--- src/rtl/sync_filter_bank_if.sv ---
// rtl/sync_filter_bank_if.sv - channel inputs, enable and filtered outputs of sync_filter_bank
interface sync_filter_bank_if #(
    parameter int WIDTH = 8
);
    logic             EN;
    logic [WIDTH-1:0] D;
    logic [WIDTH-1:0] Q;
    logic [WIDTH-1:0] RISE;
    logic [WIDTH-1:0] FALL;
    logic             CHANGED;

    modport master (
        output EN,
        output D,
        input  Q,
        input  RISE,
        input  FALL,
        input  CHANGED
    );

    modport slave (
        input  EN,
        input  D,
        output Q,
        output RISE,
        output FALL,
        output CHANGED
    );
endinterface

--- src/rtl/sync_filter_bank.sv ---
// rtl/sync_filter_bank.sv - per-channel synchroniser chain plus consecutive-sample glitch filter with edge pulses
module sync_filter_bank #(
    parameter int               WIDTH     = 8,
    parameter int               STAGES    = 2,
    parameter int               FILTER    = 3,
    parameter logic [WIDTH-1:0] RESET_VAL = '0
) (
    input  logic CLK,
    input  logic nCLR,
    sync_filter_bank_if.slave bus
);

    localparam int               CNT_W   = (FILTER > 1) ? $clog2(FILTER) : 1;
    localparam logic [CNT_W-1:0] CNT_MAX = CNT_W'(FILTER - 1);
    localparam logic [CNT_W-1:0] CNT_ONE = CNT_W'(1);

    logic [WIDTH-1:0] chain [STAGES];
    logic [CNT_W-1:0] cnt     [WIDTH];
    logic [CNT_W-1:0] cnt_nxt [WIDTH];

    logic [WIDTH-1:0] sync;
    logic [WIDTH-1:0] q_r;
    logic [WIDTH-1:0] q_nxt;
    logic [WIDTH-1:0] rise_r;
    logic [WIDTH-1:0] fall_r;
    logic [WIDTH-1:0] rise_nxt;
    logic [WIDTH-1:0] fall_nxt;
    logic             changed_r;

    assign sync = chain[STAGES-1];

    // A channel only commits a new level after FILTER consecutive samples disagree with Q;
    // any sample agreeing with Q restarts the count from zero.
    always_comb begin
        q_nxt    = q_r;
        rise_nxt = '0;
        fall_nxt = '0;
        for (int i = 0; i < WIDTH; i++) begin
            cnt_nxt[i] = cnt[i];
        end
        for (int i = 0; i < WIDTH; i++) begin
            if (sync[i] == q_r[i]) begin
                cnt_nxt[i] = '0;
            end else if (cnt[i] == CNT_MAX) begin
                cnt_nxt[i]  = '0;
                q_nxt[i]    = sync[i];
                rise_nxt[i] = sync[i];
                fall_nxt[i] = ~sync[i];
            end else begin
                cnt_nxt[i] = cnt[i] + CNT_ONE;
            end
        end
    end

    always_ff @(posedge CLK) begin
        if (!nCLR) begin
            for (int k = 0; k < STAGES; k++) begin
                chain[k] <= RESET_VAL;
            end
            for (int i = 0; i < WIDTH; i++) begin
                cnt[i] <= '0;
            end
            q_r       <= RESET_VAL;
            rise_r    <= '0;
            fall_r    <= '0;
            changed_r <= 1'b0;
        end else if (bus.EN) begin
            chain[0] <= bus.D;
            for (int k = 1; k < STAGES; k++) begin
                chain[k] <= chain[k-1];
            end
            for (int i = 0; i < WIDTH; i++) begin
                cnt[i] <= cnt_nxt[i];
            end
            q_r       <= q_nxt;
            rise_r    <= rise_nxt;
            fall_r    <= fall_nxt;
            changed_r <= |(rise_nxt | fall_nxt);
        end else begin
            // Frozen edge: state holds so a pending change still completes later, but pulses drop.
            rise_r    <= '0;
            fall_r    <= '0;
            changed_r <= 1'b0;
        end
    end

    assign bus.Q       = q_r;
    assign bus.RISE    = rise_r;
    assign bus.FALL    = fall_r;
    assign bus.CHANGED = changed_r;

endmodule

--- src/flat_wrapper.sv ---
// flat-port wrapper written by rule: the top's interface ports become plain ports
module sync_filter_bank_flat 
#(
    parameter int               WIDTH     = 8,
    parameter int               STAGES    = 2,
    parameter int               FILTER    = 3,
    parameter logic [WIDTH-1:0] RESET_VAL = '0
)
  (CLK, nCLR, bus_EN, bus_D, bus_Q, bus_RISE, bus_FALL, bus_CHANGED);
  sync_filter_bank_if #(.WIDTH(WIDTH)) bus_i ();
  input  logic CLK;
  input  logic nCLR;
  input wire logic [$bits(bus_i.EN)-1:0] bus_EN;
  input wire logic [$bits(bus_i.D)-1:0] bus_D;
  output wire logic [$bits(bus_i.Q)-1:0] bus_Q;
  output wire logic [$bits(bus_i.RISE)-1:0] bus_RISE;
  output wire logic [$bits(bus_i.FALL)-1:0] bus_FALL;
  output wire logic [$bits(bus_i.CHANGED)-1:0] bus_CHANGED;
  assign bus_i.EN = bus_EN;
  assign bus_i.D = bus_D;
  assign bus_Q = bus_i.Q;
  assign bus_RISE = bus_i.RISE;
  assign bus_FALL = bus_i.FALL;
  assign bus_CHANGED = bus_i.CHANGED;
  sync_filter_bank #(.WIDTH(WIDTH), .STAGES(STAGES), .FILTER(FILTER), .RESET_VAL(RESET_VAL)) u_core (.CLK(CLK), .nCLR(nCLR), .bus(bus_i));
endmodule
--- config.mk ---
export PLATFORM = sky130hd
export DESIGN_NAME = sync_filter_bank_flat
export DESIGN_NICKNAME = d
export VERILOG_FILES = /design/src/rtl/sync_filter_bank_if.sv /design/src/rtl/sync_filter_bank.sv /design/src/flat_wrapper.sv
export SDC_FILE = /design/constraint.sdc
export NUM_CORES = 1
export LEC_CHECK = 0
export CORE_MARGIN = 10
export CORE_UTILIZATION = 50
export DETAILED_ROUTE_END_ITERATION = 16
export PLACE_DENSITY_LB_ADDON = 0.25
export SLEW_MARGIN = 40
export SYNTH_ARGS = -nofsm -noshare
export SYNTH_HDL_FRONTEND = slang
export SYNTH_SLANG_ARGS = --single-unit
--- constraint.sdc ---
create_clock -name CLK -period 2.4 [get_ports CLK]
set_input_delay 0.48 -clock CLK [delete_from_list [all_inputs] [get_ports CLK]]
set_output_delay 0.48 -clock CLK [all_outputs]
set_load 0.02 [all_outputs]
==> impl_metrics.ini <==
; physical design summary
[power]
comb_power_share_pct = 7.0
sequentialPowerShare_pct = 54.6
p_sw_share_pct = 21.9
peakVddDrop_mv = 0.399

[yosys]
yosys-top-cells-area = edfxtp_1, dfxtp_1, nand3b_1
synthAdderAreaFrac_pct = 4.29
compound_area_share_pct = 3.38
yosysTopAreaCell = edfxtp_1
synthDistinctLibCells = 28

[timing]
setup_ws_ns = 0.502
slew_violations = 0

[cts]
cts_setup_buffers = 0

[detailed_routing]
routed_wl_um = 4180

[layout]
seqCellArea_um2 = 1460
largestClassByArea = sequential cells

[critical_path]
cp-end-kind = primary output
critPathMaxStageDelay_ns = 0.66
cp_slowest_cell = clkdlybuf4s50_1
arrival_ns = 1.42
required_ns = 1.92

[status]
status = complete, no violations

[hold_path]
min_from = u_core.bus.Q[7]
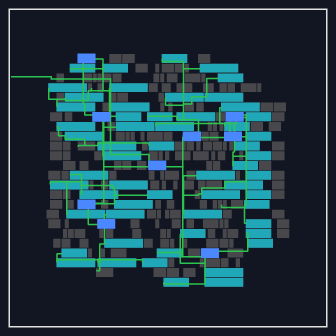
Fig. 1. Clock wires, drivers and flops.
Key: cyan = flip-flops [count 57]; blue = cells driving clock nets [count 9]; green = clock wires [length 689 um]
There are 10 routed clock nets.
skew final: 0.00772 ns
Late-Pin Clk Latency: 0.33 ns
Clock Power Share: 38.4%
Clock net power: 0.774 mW

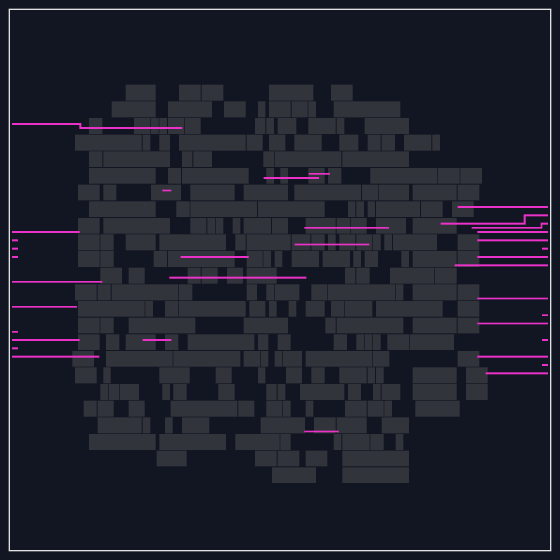
Fig. 2. Signal wires on met3.
Cells faint in the background.
The wires run mostly horizontal. The layer holds 7.5% of the routed length. The layer carries 315 um of wire. The longest straight run is 22.1 um. 30 nets have wire on it.

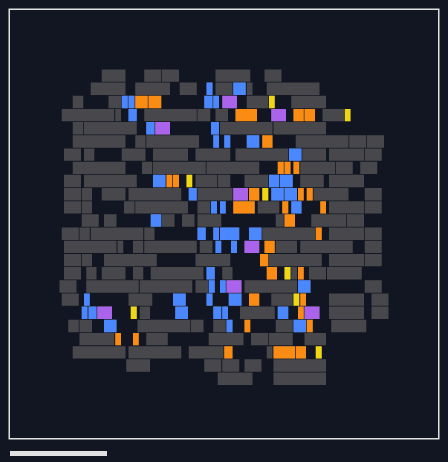
Fig. 3. Gate-type map.
Scale bar: 20 um.
Key: orange = NOR gates [cells 33]; purple = XOR/XNOR gates [cells 8]; blue = NAND gates [cells 46]; yellow = inverters [cells 8]
Comb/total area: 27.2%
Commonest Layout Cell: clkdlybuf4s50_1
Finished Layout Cells: 294

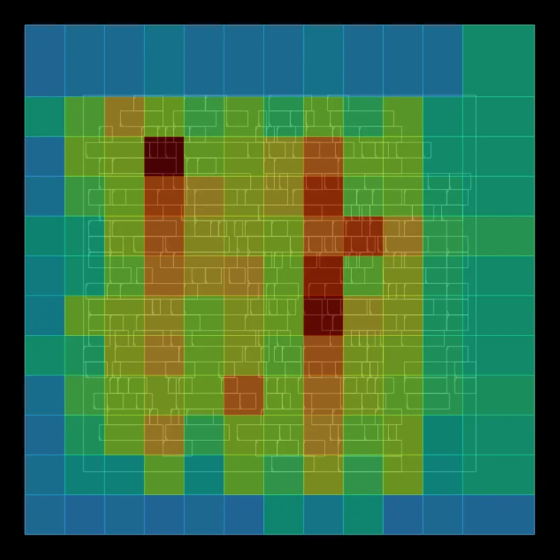
Fig. 4. Routing congestion.
Final Util: 65.1%
grt peak-use layer: met2
GRT Overall Usage: 11.6%
grt met3 use: 4.41%
met2 usage: 17.0%

No activity file was given, so power comes from the tool's default toggle rates.
